Run 1, floorplan with the power grid:
The bar under the picture is 50 µm long. Pins as bars on the die edge.
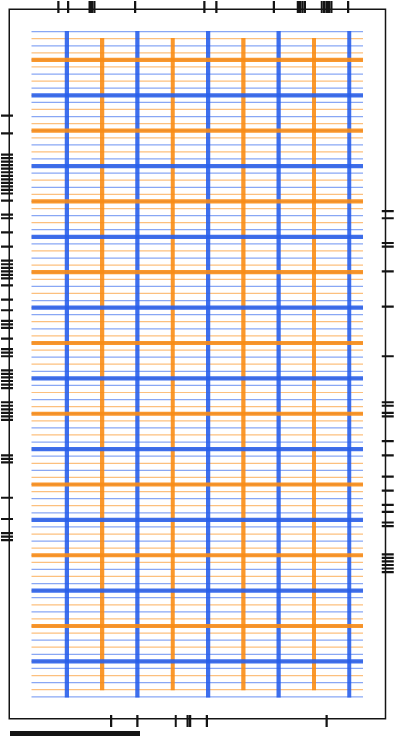
Run 1, placed cells, one color a class:
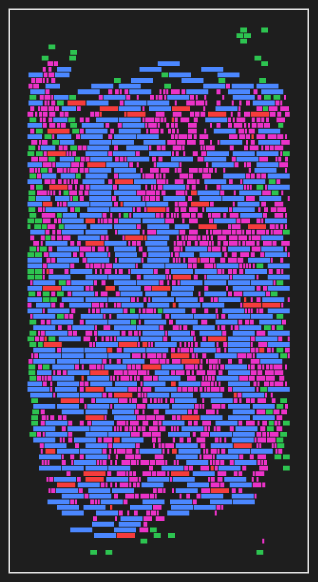
Run 1, routed clock nets over the placement:
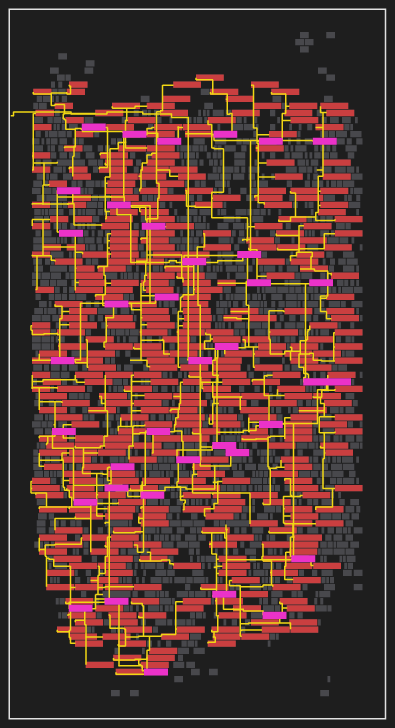
Run 1, metal layers overlaid:
The bar under the picture is 50 µm long.
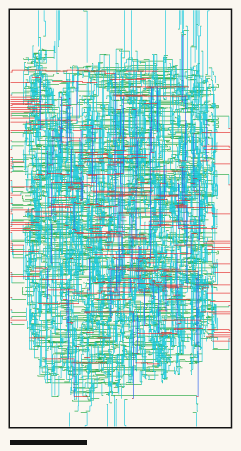
### src/rtl/vga_pkg.sv
// rtl/vga_pkg.sv - shared types and constants for the VGA rectangle renderer
package vga_pkg;

  localparam int RGB_W          = 6;
  localparam int H_OFFSET_DEF   = 144;
  localparam int V_OFFSET_DEF   = 35;
  localparam int H_VISIBLE      = 640;
  localparam int V_VISIBLE      = 480;
  localparam int RENDER_LATENCY = 2;

  typedef logic [RGB_W-1:0] rgb222_t;

  typedef struct packed {
    logic       en;
    logic [9:0] x0;
    logic [9:0] x1;
    logic [9:0] y0;
    logic [9:0] y1;
    rgb222_t    color;
  } rect_t;

  typedef enum logic {
    ST_IDLE    = 1'b0,
    ST_PENDING = 1'b1
  } commit_state_e;

endpackage

### src/rtl/vga_rect_renderer_if.sv
// rtl/vga_rect_renderer_if.sv - rectangle command port between host front end and renderer
interface vga_rect_renderer_if #(
  parameter int SLOT_W = 2
);
  import vga_pkg::*;

  logic              cmd_valid;
  logic              cmd_ready;
  logic [SLOT_W-1:0] cmd_slot;
  logic              cmd_enable;
  logic [9:0]        cmd_x0;
  logic [9:0]        cmd_x1;
  logic [9:0]        cmd_y0;
  logic [9:0]        cmd_y1;
  rgb222_t           cmd_color;

  modport master (
    output cmd_valid, cmd_slot, cmd_enable, cmd_x0, cmd_x1, cmd_y0, cmd_y1, cmd_color,
    input  cmd_ready
  );

  modport slave (
    input  cmd_valid, cmd_slot, cmd_enable, cmd_x0, cmd_x1, cmd_y0, cmd_y1, cmd_color,
    output cmd_ready
  );

endinterface

### src/rtl/vga_rect_renderer_rect_hit.sv
// rtl/vga_rect_renderer_rect_hit.sv - combinational point-in-rectangle test for one slot
module rect_hit
  import vga_pkg::*;
(
  input  logic [9:0] px_i,
  input  logic [9:0] py_i,
  input  rect_t      rect_i,
  output logic       hit_o
);

  logic unused_color;
  assign unused_color = ^rect_i.color;

  // An inverted box (x0>x1 or y0>y1) fails both compares and so never hits.
  assign hit_o = rect_i.en
              && (px_i >= rect_i.x0) && (px_i <= rect_i.x1)
              && (py_i >= rect_i.y0) && (py_i <= rect_i.y1);

endmodule

### src/rtl/vga_rect_renderer.sv
// rtl/vga_rect_renderer.sv - two-stage rectangle overlay with vsync-committed double buffering
module vga_rect_renderer
  import vga_pkg::*;
#(
  parameter int NUM_RECTS = 4,
  parameter int H_OFFSET  = H_OFFSET_DEF,
  parameter int V_OFFSET  = V_OFFSET_DEF
) (
  input  logic                      clk,
  input  logic                      rst_n,
  input  logic                      hs_in,
  input  logic                      vs_in,
  input  logic [9:0]                x_in,
  input  logic [9:0]                y_in,
  input  logic                      active_in,
  input  rgb222_t                   bg_color,
  vga_rect_renderer_if.slave        cmd,
  output logic                      hs_out,
  output logic                      vs_out,
  output rgb222_t                   rgb,
  output logic [15:0]               frame_cnt
);

  logic [9:0]           px;
  logic [9:0]           py;
  rect_t                pending_q [NUM_RECTS];
  rect_t                shadow_q  [NUM_RECTS];
  logic [NUM_RECTS-1:0] dirty_q;
  logic [NUM_RECTS-1:0] hit;
  logic [NUM_RECTS-1:0] hit_q;
  logic                 act_q, hs1_q, vs1_q;
  logic                 hs2_q, vs2_q;
  rgb222_t              rgb_q, rgb_d;
  logic                 vs_prev_q, ready_q;
  logic                 commit, wr;
  commit_state_e        state_q, state_d;
  logic [15:0]          frame_cnt_q, frame_cnt_d;

  assign px = x_in - 10'(H_OFFSET);
  assign py = y_in - 10'(V_OFFSET);

  for (genvar i = 0; i < NUM_RECTS; i++) begin : g_hit
    rect_hit u_rect_hit (
      .px_i   (px),
      .py_i   (py),
      .rect_i (shadow_q[i]),
      .hit_o  (hit[i])
    );
  end

  // Commit cycle blocks writes so pending and shadow never update together.
  assign commit        = vs_prev_q && !vs_in;
  assign cmd.cmd_ready = ready_q && !commit;
  assign wr            = cmd.cmd_valid && cmd.cmd_ready;

  always_comb begin
    state_d     = state_q;
    frame_cnt_d = frame_cnt_q;
    unique case (state_q)
      ST_IDLE:    if (wr)     state_d = ST_PENDING;
      ST_PENDING: if (commit) state_d = ST_IDLE;
      default:                state_d = ST_IDLE;
    endcase
    if (commit) frame_cnt_d = frame_cnt_q + 16'd1;
  end

  always_ff @(posedge clk) begin
    if (!rst_n) begin
      for (int i = 0; i < NUM_RECTS; i++) begin
        pending_q[i] <= '0;
        shadow_q[i]  <= '0;
      end
      dirty_q     <= '0;
      vs_prev_q   <= 1'b1;
      ready_q     <= 1'b0;
      state_q     <= ST_IDLE;
      frame_cnt_q <= '0;
    end else begin
      vs_prev_q   <= vs_in;
      ready_q     <= 1'b1;
      state_q     <= state_d;
      frame_cnt_q <= frame_cnt_d;
      if (commit) begin
        if (state_q == ST_PENDING) begin
          for (int i = 0; i < NUM_RECTS; i++) begin
            if (dirty_q[i]) shadow_q[i] <= pending_q[i];
          end
        end
        dirty_q <= '0;
      end else if (wr) begin
        pending_q[cmd.cmd_slot] <= '{en: cmd.cmd_enable, x0: cmd.cmd_x0, x1: cmd.cmd_x1,
                                     y0: cmd.cmd_y0, y1: cmd.cmd_y1, color: cmd.cmd_color};
        dirty_q[cmd.cmd_slot]   <= 1'b1;
      end
    end
  end

  // Lowest-index hit wins, so scan from the top and let lower slots overwrite.
  always_comb begin
    rgb_d = bg_color;
    for (int i = NUM_RECTS - 1; i >= 0; i--) begin
      if (hit_q[i]) rgb_d = shadow_q[i].color;
    end
    if (!act_q) rgb_d = '0;
  end

  always_ff @(posedge clk) begin
    if (!rst_n) begin
      hit_q <= '0;
      act_q <= 1'b0;
      hs1_q <= 1'b1;
      vs1_q <= 1'b1;
      rgb_q <= '0;
      hs2_q <= 1'b1;
      vs2_q <= 1'b1;
    end else begin
      hit_q <= hit;
      act_q <= active_in;
      hs1_q <= hs_in;
      vs1_q <= vs_in;
      rgb_q <= rgb_d;
      hs2_q <= hs1_q;
      vs2_q <= vs1_q;
    end
  end

  assign rgb       = rgb_q;
  assign hs_out    = hs2_q;
  assign vs_out    = vs2_q;
  assign frame_cnt = frame_cnt_q;

endmodule

### src/flat_wrapper.sv
// flat-port wrapper written by rule: the top's interface ports become plain ports
module vga_rect_renderer_flat import vga_pkg::*;
#(
  parameter int NUM_RECTS = 4,
  parameter int H_OFFSET  = H_OFFSET_DEF,
  parameter int V_OFFSET  = V_OFFSET_DEF
)
  (clk, rst_n, hs_in, vs_in, x_in, y_in, active_in, bg_color, hs_out, vs_out, rgb, frame_cnt, cmd_cmd_valid, cmd_cmd_slot, cmd_cmd_enable, cmd_cmd_x0, cmd_cmd_x1, cmd_cmd_y0, cmd_cmd_y1, cmd_cmd_color, cmd_cmd_ready);
  vga_rect_renderer_if #(.SLOT_W(2)) cmd_i ();
  input  logic clk;
  input  logic rst_n;
  input  logic hs_in;
  input  logic vs_in;
  input  logic [9:0] x_in;
  input  logic [9:0] y_in;
  input  logic active_in;
  input  rgb222_t bg_color;
  output logic hs_out;
  output logic vs_out;
  output rgb222_t rgb;
  output logic [15:0] frame_cnt;
  input wire logic [$bits(cmd_i.cmd_valid)-1:0] cmd_cmd_valid;
  input wire logic [$bits(cmd_i.cmd_slot)-1:0] cmd_cmd_slot;
  input wire logic [$bits(cmd_i.cmd_enable)-1:0] cmd_cmd_enable;
  input wire logic [$bits(cmd_i.cmd_x0)-1:0] cmd_cmd_x0;
  input wire logic [$bits(cmd_i.cmd_x1)-1:0] cmd_cmd_x1;
  input wire logic [$bits(cmd_i.cmd_y0)-1:0] cmd_cmd_y0;
  input wire logic [$bits(cmd_i.cmd_y1)-1:0] cmd_cmd_y1;
  input wire logic [$bits(cmd_i.cmd_color)-1:0] cmd_cmd_color;
  output wire logic [$bits(cmd_i.cmd_ready)-1:0] cmd_cmd_ready;
  assign cmd_i.cmd_valid = cmd_cmd_valid;
  assign cmd_i.cmd_slot = cmd_cmd_slot;
  assign cmd_i.cmd_enable = cmd_cmd_enable;
  assign cmd_i.cmd_x0 = cmd_cmd_x0;
  assign cmd_i.cmd_x1 = cmd_cmd_x1;
  assign cmd_i.cmd_y0 = cmd_cmd_y0;
  assign cmd_i.cmd_y1 = cmd_cmd_y1;
  assign cmd_i.cmd_color = cmd_cmd_color;
  assign cmd_cmd_ready = cmd_i.cmd_ready;
  vga_rect_renderer #(.NUM_RECTS(NUM_RECTS), .H_OFFSET(H_OFFSET), .V_OFFSET(V_OFFSET)) u_core (.clk(clk), .rst_n(rst_n), .hs_in(hs_in), .vs_in(vs_in), .x_in(x_in), .y_in(y_in), .active_in(active_in), .bg_color(bg_color), .cmd(cmd_i), .hs_out(hs_out), .vs_out(vs_out), .rgb(rgb), .frame_cnt(frame_cnt));
endmodule
### config.mk
export PLATFORM = sky130hd
export DESIGN_NAME = vga_rect_renderer_flat
export DESIGN_NICKNAME = d
export VERILOG_FILES = /design/src/rtl/vga_pkg.sv /design/src/rtl/vga_rect_renderer_if.sv /design/src/rtl/vga_rect_renderer_rect_hit.sv /design/src/rtl/vga_rect_renderer.sv /design/src/flat_wrapper.sv
export SDC_FILE = /design/constraint.sdc
export NUM_CORES = 1
export LEC_CHECK = 0
export CORE_ASPECT_RATIO = 2
export CORE_MARGIN = 8
export CORE_UTILIZATION = 60
export DETAILED_ROUTE_END_ITERATION = 12
export PLACE_DENSITY = 0.87
export SYNTH_ARGS = -nofsm -noshare
export SYNTH_HDL_FRONTEND = slang
export SYNTH_SLANG_ARGS = --single-unit
### constraint.sdc
create_clock -name clk -period 7.1 [get_ports clk]
set_clock_uncertainty 0.2 [all_clocks]
set_input_delay 0.71 -clock clk [delete_from_list [all_inputs] [get_ports clk]]
set_output_delay 0.71 -clock clk [all_outputs]
set_load 0.02 [all_outputs]
==> out/results.tsv, run 1 <==
metric	value	unit
worst-endpoint-required	7.33	ns
largest_class	sequential cells	
critical_path.max_fanout	10	
enable_flop_cells	376	
cts.root.buffer_cell	sky130_fd_sc_hd__clkbuf_16	
power.group.top	sequential cells	
regToRegSetupSlack	4.15	ns
dieWidth	144	µm
yosys.stat.chipArea	19700	µm²
final.setup.tns	0	ns
antenna-diode-count	0	
areaGrowthSynthToFinish	13.0	%
post_synth_most_frequent_cells	376 x sky130_fd_sc_hd__edfxtp_1, 264 x sky130_fd_sc_hd__and2_1, 197 x sky130_fd_sc_hd__inv_1	
tightestPinTransition	1.21	ns
sequential_cell_area	12000	µm²
grt.overflow.total	0	
final_cell_count_no_fill	2158	
slew_violations	0	
power_density	235	nW/µm²
setup-violations-final	0	
layout_worst_path_cycle_share	0.577	
power.static_leakage	9.18	nW
number_of_cells_in_yosys_stat	1587	
fmax	244	MHz
area_share_clock_buf_inv	0.0542	
clock_tree.buffer_depth	3	
yosysTopAreaCell	sky130_fd_sc_hd__edfxtp_1	
initCoreUtil	0.604	
antenna_left	0	
placementRows	94	
comb-cell-share	0.295	
die_area	39200	µm²
synthesis.area	19700	µm²
synth.distinct_cells	54	
worst_setup_path_end	u_core.hit_q[3]	
outcome	finished, final reports clean	
finalPower	5.24	mW
rsz0062_at_grt	false	
gate_count_of_the_mapped_netlist	1587	
hold-path-cell-count	1	
## Picture notes: 'floorplan with the power grid'
VSS -> blue
VDD -> orange
met1 rails = 95
met5 straps = 18
core region area: 32600 µm²
maximum vdd ir drop: 0.221 mV
Chip Height: 272 µm

## Picture notes: 'placed cells, one color a class'
registers -> blue  # cells 413, share of their area 55%
remaining buffers and delay cells -> green  # cells 122, share of their area 5.4%
clock drivers and dummy loads -> red  # cells 67, share of their area 5.6%
remaining logic cells -> magenta  # cells 1124, share of their area 34%
Finished Core Util: 0.683
sequential share of cell area: 0.541
cell area after layout: 22200 µm²

## Picture notes: 'routed clock nets over the placement'
clock wires -> yellow  # length 4510 µm
clock-net drivers -> magenta  # count 37
flip-flops -> red  # count 413
flops lie = all over the die
Clock power frac: 0.382
power of the clock network: 2.00 mW
clock latency on the worst-skew pair: 0.55 ns

## Picture notes: 'metal layers overlaid'
M2 -> cyan  # wire length 23.7 mm
M3 -> red  # wire length 3030 µm
M4 -> blue  # wire length 1930 µm
M1 -> green  # wire length 17000 µm
routed wire length: 45700 µm
total routing resource utilization after global routing: 0.239

[run 1: registers in the layout, summed over array words and instances, names as in the netlist, 4 cells and up]
name              flops
u_core.pending_q    188
u_core.hit_q          4
u_core.rgb            6
u_core.frame_cnt     16
u_core.shadow_q     188
u_core.dirty_q        4
[run 1: cell families after synthesis]
| kind of cell | share of synthesized area |
|---|---|
| compound gates | 0.0498 |
| xor+xnor | 0.0107 |
| fa+ha+maj | 0.104 |
| buf+inv | 0.0573 |
| flops | 0.611 |
| mux | 0.00610 |
| simple gates | 0.161 |
[run 1: layer usage]
| metal | up-vias | routed length, µm | global-route usage |
|---|---|---|---|
| met4 | 0 | 1930 | 0.111 |
| met1 | 6030 | 17000 | 0.274 |
| met5 | - | 0 | 0 |
| met3 | 128 | 3030 | 0.0372 |
| li1 | 5666 | - | - |
| met2 | 507 | 23700 | 0.426 |
[run 1: placed cells by master (no fill, tap or decap), drive strengths merged, types with 37 or more instances in the layout]
cell type and n:
ha 163, dfxtp 37, and2 264, inv 198, nor2 114, clkdlybuf4s50 104, clkbuf 53, a21oi 56
nand2 89, edfxtp 376
[run 1: critical path, cell delays in order]
cell                              delay, ns
sky130_fd_sc_hd__clkdlybuf4s50_1       0.64
sky130_fd_sc_hd__ha_1                  0.36
sky130_fd_sc_hd__o41ai_1               0.41
sky130_fd_sc_hd__nand2_1               0.13
sky130_fd_sc_hd__xnor2_1               0.76
sky130_fd_sc_hd__ha_1                  0.40
sky130_fd_sc_hd__nand4_1               0.15
sky130_fd_sc_hd__nor3_1                0.08
sky130_fd_sc_hd__a2111oi_0             0.37
sky130_fd_sc_hd__a31oi_1               0.08
sky130_fd_sc_hd__nor4b_1               0.23
==> run 2, diff against run 1 <==
Clock period 7.1 ns to 3.95 ns, I/O delays scaled along.
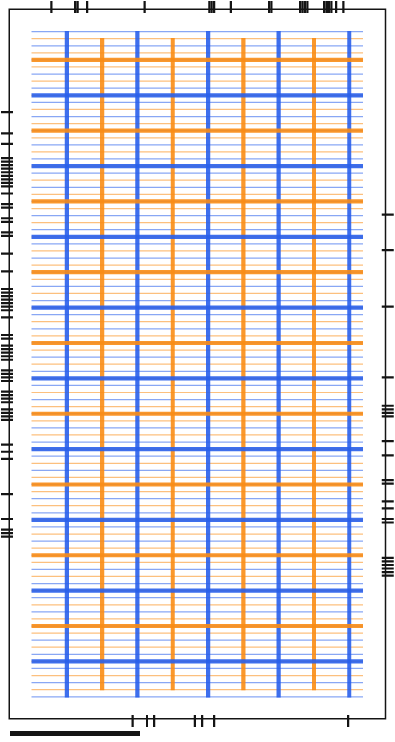
Run 2: floorplan with the power grid
The bar under the picture is 50 µm long. Pins as bars on the die edge.
VDD -> orange
VSS -> blue
met4 straps = 9
rows = 94
met5 straps = 18
maximum vdd ir drop: 0.444 mV
width of the chip: 144 µm

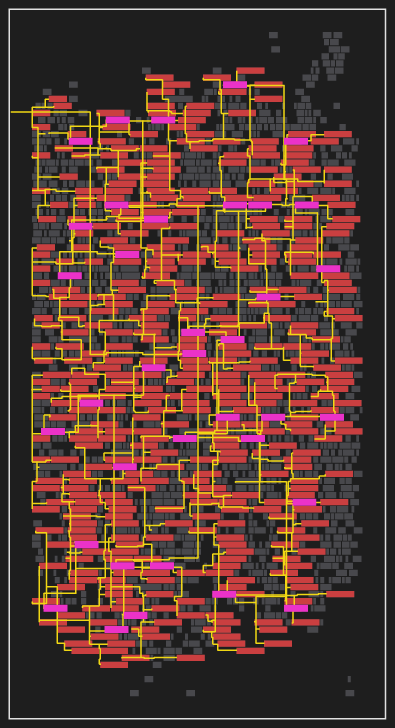
Run 2: routed clock nets over the placement
flip-flops -> red  # count 413
clock wires -> yellow  # length 4620 µm
clock-net drivers -> magenta  # count 36
routed clock nets = 37
power of the clock network: 3.71 mW
clock latency on the worst-skew pair: 0.54 ns
Clock power frac: 0.388

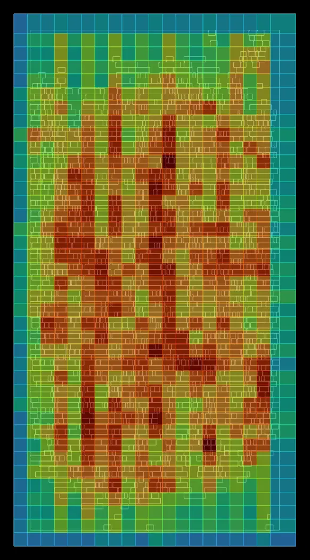
Run 2: routing congestion map
most used routing layer: met2
total routing resource utilization after global routing: 0.235

==> run 2 against run 1 <==
  * Sequential share of layout area is 0.59 points lower
  * Critical endpoint is now u_core.hit_q[0]
  * Power is 83% higher
  * Register-to-register slack worse by 2.6 ns
  * Worst hold slack worse by 0.089 ns
  * Sequential cell count stayed put
  * Synthesized cell count stayed put
  * Combinational power is 87% higher
  * Clock power is 86% higher
  * Die size stayed put
  * Design area is 1.1% higher
  * Synthesized area stayed put
  * Core utilization is 0.75 points higher
==> out/results.tsv, run 2 <==
metric	value	unit	change
grt.overflow.total	0		unchanged
yosys.area_share.adder	0.104		unchanged
power_density	425	nW/µm²	was 235 nW/µm²
power.group.top	sequential cells		unchanged
initCoreUtil	0.604		unchanged
synth.distinct_cells	54		unchanged
sequential_cell_area	12000	µm²	unchanged
critical_path_cell_count	11		unchanged
layout_top_cell	sky130_fd_sc_hd__edfxtp_1		unchanged
worst-endpoint-required	4.24	ns	was 7.33 ns
yosys.stat.chipArea	19700	µm²	unchanged
clock_tree.buffer_depth	3		unchanged
synthesized_area_fraction_occupied_by_and_or_nand_nor_cells	0.161		unchanged
coreArea	32600	µm²	unchanged
largest_class	sequential cells		unchanged
final.setup.tns	0	ns	unchanged
layout_worst_path_cycle_share	0.805		
max_stage_delay	0.69	ns	was 0.76 ns
slowest_stage	sky130_fd_sc_hd__xor2_1		was sky130_fd_sc_hd__xnor2_1
comb-cell-share	0.292		was 0.295
outcome	finished, final reports clean		unchanged
regToRegSetupSlack	1.57	ns	was 4.15 ns
number_of_cells_in_yosys_stat	1587		unchanged
antenna-diode-count	0		unchanged
critPathTopFamily	AND-OR/OR-AND gates		unchanged
rsz0062_at_grt	false		unchanged
areaGrowthSynthToFinish	14.3	%	was 13.0%
enable_flop_cells	376		unchanged
sh_seq_area	0.535		was 0.541
synth.comb.largest_family	simple AND/OR/NAND/NOR gates		unchanged
detail_route.wirelength	44900	µm	was 45700 µm
critical_path.cell_chain	clkdlybuf4s50_1 -> inv_1 -> ha_1 -> xor2_1 -> ha_1 -> nand4_1 -> nor3_1 -> a221oi_1 -> a32oi_1 -> a221oi_1 -> and3_1		was clkdlybuf4s50_1 -> ha_1 -> o41ai_1 -> nand2_1 -> xnor2_1 -> ha_1 -> nand4_1 -> nor3_1 -> a2111oi_0 -> a31oi_1 -> nor4b_1
post-route-util	0.690		was 0.683
fmax	315	MHz	
post_synth_most_frequent_cells	376 x sky130_fd_sc_hd__edfxtp_1, 264 x sky130_fd_sc_hd__and2_1, 197 x sky130_fd_sc_hd__inv_1		unchanged
layout.cell_area.non_filler	22500	µm²	was 22200 µm²
==> run 2: cell types whose count changed in the layout (fill, tap and decap cells not counted) <==
cell | before | now
sky130_fd_sc_hd__buf_4 | 17 | 29
sky130_fd_sc_hd__buf_12 | 0 | 7
sky130_fd_sc_hd__clkinvlp_4 | 5 | 0
sky130_fd_sc_hd__bufinv_16 | 2 | 6
sky130_fd_sc_hd__clkbuf_8 | 4 | 0
sky130_fd_sc_hd__clkinv_1 | 2 | 6
sky130_fd_sc_hd__clkbuf_1 | 10 | 7
sky130_fd_sc_hd__clkbuf_16 | 39 | 37
sky130_fd_sc_hd__inv_6 | 1 | 3
sky130_fd_sc_hd__and2_1 | 264 | 263
sky130_fd_sc_hd__and2_2 | 0 | 1
sky130_fd_sc_hd__clkinv_4 | 1 | 2
sky130_fd_sc_hd__clkinvlp_2 | 0 | 1
==> run 2: cell families (layout without fill, tap and decap cells) <==
family / Yosys count / in the layout
buf+inv: 247 / 403
mux: 12 / 12
fa+ha+maj: 163 / 163
compound gates: 158 / 158
simple gates: 570 / 570
xor+xnor: 24 / 24
flops: 413 / 413
==> run 2: worst min path at each step <==
stage	endpoint	slack, ns	cells after the start
2_1_floorplan	u_core.hs_out	0.19	1
3_3_place_gp	u_core.hs_out	0.21	1
3_5_place_dp	u_core.hs_out	0.22	1
4_1_cts	u_core.ready_q	0.1	1
5_1_grt	u_core.ready_q	0.13	1
6_report	u_core.ready_q	0.12	1
==> run 2: layer usage <==
metal,global-route usage,part of all wire,vias to the layer above,routed length [µm]
met5,0,0,-,0
met4,0.0957,0.037,0,1660
met3,0.0433,0.069,108,3110
met2,0.417,0.52,492,23400
met1,0.273,0.37,5987,16700
li1,-,-,5696,-
==> run 3, diff against run 2 <==
Settings changed: CORE_UTILIZATION 60 to 54, PLACE_DENSITY 0.87 to 0.83.
Clock period 3.95 ns to 2.6 ns, I/O delays scaled along.
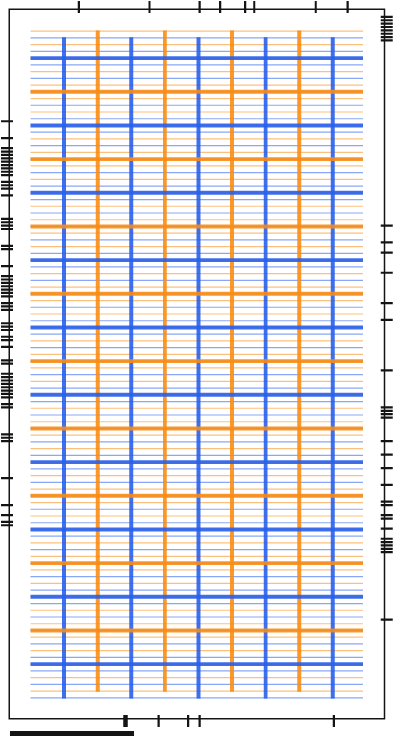
Run 3: floorplan with the power grid
The bar under the picture is 50 µm long. Pins as bars on the die edge.
VSS -> blue
VDD -> orange
met1 rails = 100
met4 straps = 9
signal pins = 106
met5 straps = 19
rows = 99
Chip Height: 286 µm
width of the chip: 151 µm
maximum vdd ir drop: 0.670 mV

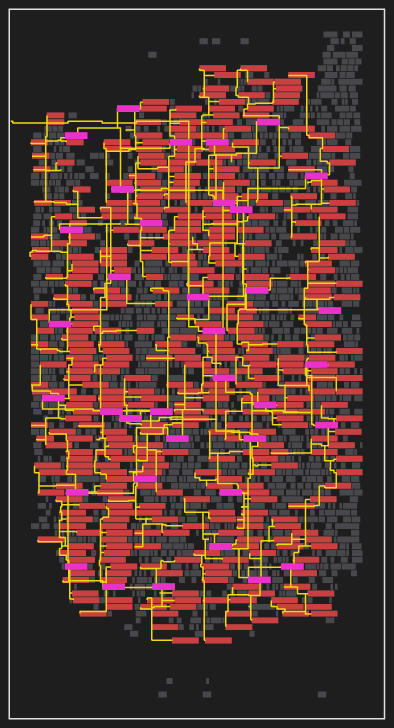
Run 3: routed clock nets over the placement
Clock power frac: 0.371
clock latency on the worst-skew pair: 0.53 ns

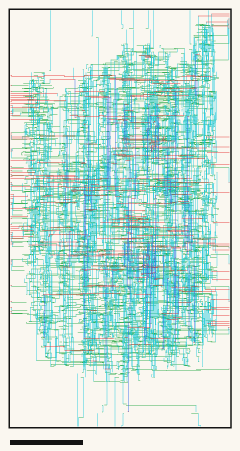
Run 3: metal layers overlaid
The bar under the picture is 50 µm long.
M1 -> green  # wire length 17300 µm
M3 -> red  # wire length 3400 µm
M2 -> cyan  # wire length 23.7 mm
M4 -> blue  # wire length 2210 µm
routed via count: 12535
Routed wire per std cell: 20.6 µm
total routing resource utilization after global routing: 0.216

==> run 3 against run 2 <==
  * Register-to-register slack worse by 1.2 ns
  * Global-route usage is 1.9 points lower
  * Worst hold slack worse by 0.037 ns
  * Sequential power grew 52%
  * Sequential cell count stayed put
  * Power rose by 51%
  * First-iteration DRC count fell by 18%
  * Design area is 4.5% higher
  * Setup slack got worse by 0.77 ns
  * Sequential share of layout area shrank 2.3 points
  * Synthesized area unchanged
  * Critical path depth increased by 1
==> out/results.tsv, run 3 <==
metric	value	unit	change
sh_seq_area	0.512		was 0.535
min_delay_worst_endpoint	u_core.state_q		was u_core.ready_q
power.share.combinational	0.110		was 0.095
reg2reg_depth	8		unchanged
power.group.top	sequential cells		unchanged
grt_max_degree	38		was 48
layout_worst_path_cycle_share	0.999		
clock_buffers	51		was 44
grt.overflow.total	0		unchanged
post-synth-top-count-cell	sky130_fd_sc_hd__edfxtp_1		unchanged
areaGrowthSynthToFinish	19.4	%	was 14.3%
cts.root.buffer_cell	sky130_fd_sc_hd__clkbuf_16		unchanged
synthesis.area	19700	µm²	unchanged
enable_flop_cells	376		unchanged
fmax	385	MHz	
p_int	11.2	mW	was 7.39 mW
antenna_left	0		unchanged
worst-endpoint-required	2.87	ns	was 4.24 ns
post-cts-setup-buffer-count	1		was 0
post-route-worst-setup-slack	0.00313	ns	was 0.771 ns
combinational_gates	927		unchanged
sinks_on_clock_net	413		unchanged
nonClockInverterCount	197		unchanged
hold-path-cell-count	3		was 1
maxSlewHeadroom	0.648		was 0.417
post-synth-top-area-fraction	0.574		unchanged
cp-startpoint	x_in[6]		was x_in[4]
synth-async-reset-ratio	0		unchanged
placementRows	99		was 94
coreArea	36200	µm²	was 32600 µm²
ioPinCount	106		unchanged
largest_class	sequential cells		unchanged
slew_violations	0		unchanged
area_share_clock_buf_inv	0.0498		was 0.0542
drive_gt1_frac	0.138		was 0.0809
tritoncts	done		unchanged
tightestPinTransition	0.528	ns	was 0.871 ns
regToRegSetupSlack	0.38	ns	was 1.57 ns
outcome	finished, final reports clean		unchanged
clock_tree.buffer_depth	3		unchanged
synth.distinct_cells	54		unchanged
post_synth_most_frequent_cells	376 x sky130_fd_sc_hd__edfxtp_1, 264 x sky130_fd_sc_hd__and2_1, 197 x sky130_fd_sc_hd__inv_1		unchanged
power_density	615	nW/µm²	was 425 nW/µm²
rsz0062_at_grt	true		was false
via_per_inst	5.52		was 5.65
layout_top_cell	sky130_fd_sc_hd__edfxtp_1		unchanged
buffers	212		was 141
antenna_found_initial	0		unchanged
nFillCells	2583		was 2151
clk_pin_slew_worst_paths	0.07	ns	about the same
port_buffers	105		unchanged
yosys_register_bits	413		unchanged
worstSetupStartpointType	input pin		unchanged
hold_violations	0		unchanged
finalWorstPathRequiredPeriod	2.60	ns	
openroad.warnings	28		was 26
power.combinational.total	1.58	mW	was 0.904 mW
well_tap_count	454		was 432
yosysWarningCount	0		unchanged
layout.cells.most_common_list	376 x sky130_fd_sc_hd__edfxtp_1, 264 x sky130_fd_sc_hd__and2_1, 195 x sky130_fd_sc_hd__inv_1, 160 x sky130_fd_sc_hd__ha_1, 97 x sky130_fd_sc_hd__clkdlybuf4s50_1		was 376 x sky130_fd_sc_hd__edfxtp_1, 263 x sky130_fd_sc_hd__and2_1, 197 x sky130_fd_sc_hd__inv_1, 163 x sky130_fd_sc_hd__ha_1, 104 x sky130_fd_sc_hd__clkdlybuf4s50_1
critical_path.max_fanout	2		was 8
yosys.stat.chipArea	19700	µm²	unchanged
final.setup.tns	0	ns	unchanged
first_iter_violations	824		was 1007
power.static_leakage	9.80	nW	was 9.33 nW
die_area	43200	µm²	was 39200 µm²
setup-violations-final	0		unchanged
yosysTopAreaCell	sky130_fd_sc_hd__edfxtp_1		unchanged
post_cts.resized_instances	17		was 0
globalplace.congestion	0.838		was 0.824
mappedNetlistNets	1831		unchanged
worst_setup_path_end	u_core.hit_q[0]		unchanged
detail_route.wirelength	46600	µm	was 44900 µm
seq_area_frac_synth	0.611		unchanged
sequential_cell_area	12000	µm²	unchanged
antenna-diode-count	0		unchanged
initCoreUtil	0.544		was 0.604
comb-cell-share	0.290		was 0.292
grt_first_pass_wirelength	71100	µm	was 69900 µm
power_of_the_clock_network	5.36	mW	was 3.71 mW
layout.nonclk_buf_frac	0.0922		was 0.0624
gate_count_of_the_mapped_netlist	1587		unchanged
cts-buffers-inserted	36		unchanged
number_of_cells_in_yosys_stat	1587		unchanged
drtPass1Iterations	5		unchanged
[run 3: cell families (layout without fill, tap and decap cells)]
group                    after synthesis  after routing  share of synthesized area
AND-OR/OR-AND                        158            158                     0.0498
AND/OR/NAND/NOR                      570            570                      0.161
XOR/XNOR                              24             24                     0.0107
adder cells (fa/ha/maj)              163            163                      0.104
flip-flops                           413            413                      0.611
buffers and inverters                247            475                     0.0573
multiplexers                          12             12                    0.00610
[run 3: through the flow]
step                cell area (µm²)  power, mW  std cells   util  hold slack (ns)
finish                        23500       14.5       2269  0.650           0.0874
global route                  23500       14.9       2269  0.650           0.0679
CTS                           23300       14.5       2265  0.646           0.0473
detailed placement            22100       9.14       2198  0.611            0.198
global placement              22100       9.05       2198  0.611            0.197
floorplan                     19800       8.40       1587      -           0.0877
[run 3: critical path, stage by stage]
cell and delay, ns:
sky130_fd_sc_hd__clkdlybuf4s50_1 0.43, sky130_fd_sc_hd__or3_4 0.43, sky130_fd_sc_hd__a21oi_4 0.16, sky130_fd_sc_hd__xor2_2 0.21
sky130_fd_sc_hd__ha_1 0.29, sky130_fd_sc_hd__nand4_1 0.17, sky130_fd_sc_hd__nor3_2 0.08, sky130_fd_sc_hd__a221oi_2 0.21
sky130_fd_sc_hd__a32oi_1 0.08, sky130_fd_sc_hd__buf_4 0.16, sky130_fd_sc_hd__a221oi_1 0.19, sky130_fd_sc_hd__and3_1 0.19
[run 3: layer usage]
metal / part of all wire / vias up / GRT usage
met3: 0.073 / 148 / 0.0424
met5: 0 / - / 0
met4: 0.047 / 0 / 0.109
li1: - / 5846 / -
met2: 0.51 / 515 / 0.378
met1: 0.37 / 6026 / 0.244
Power and IR drop assume default switching activity.
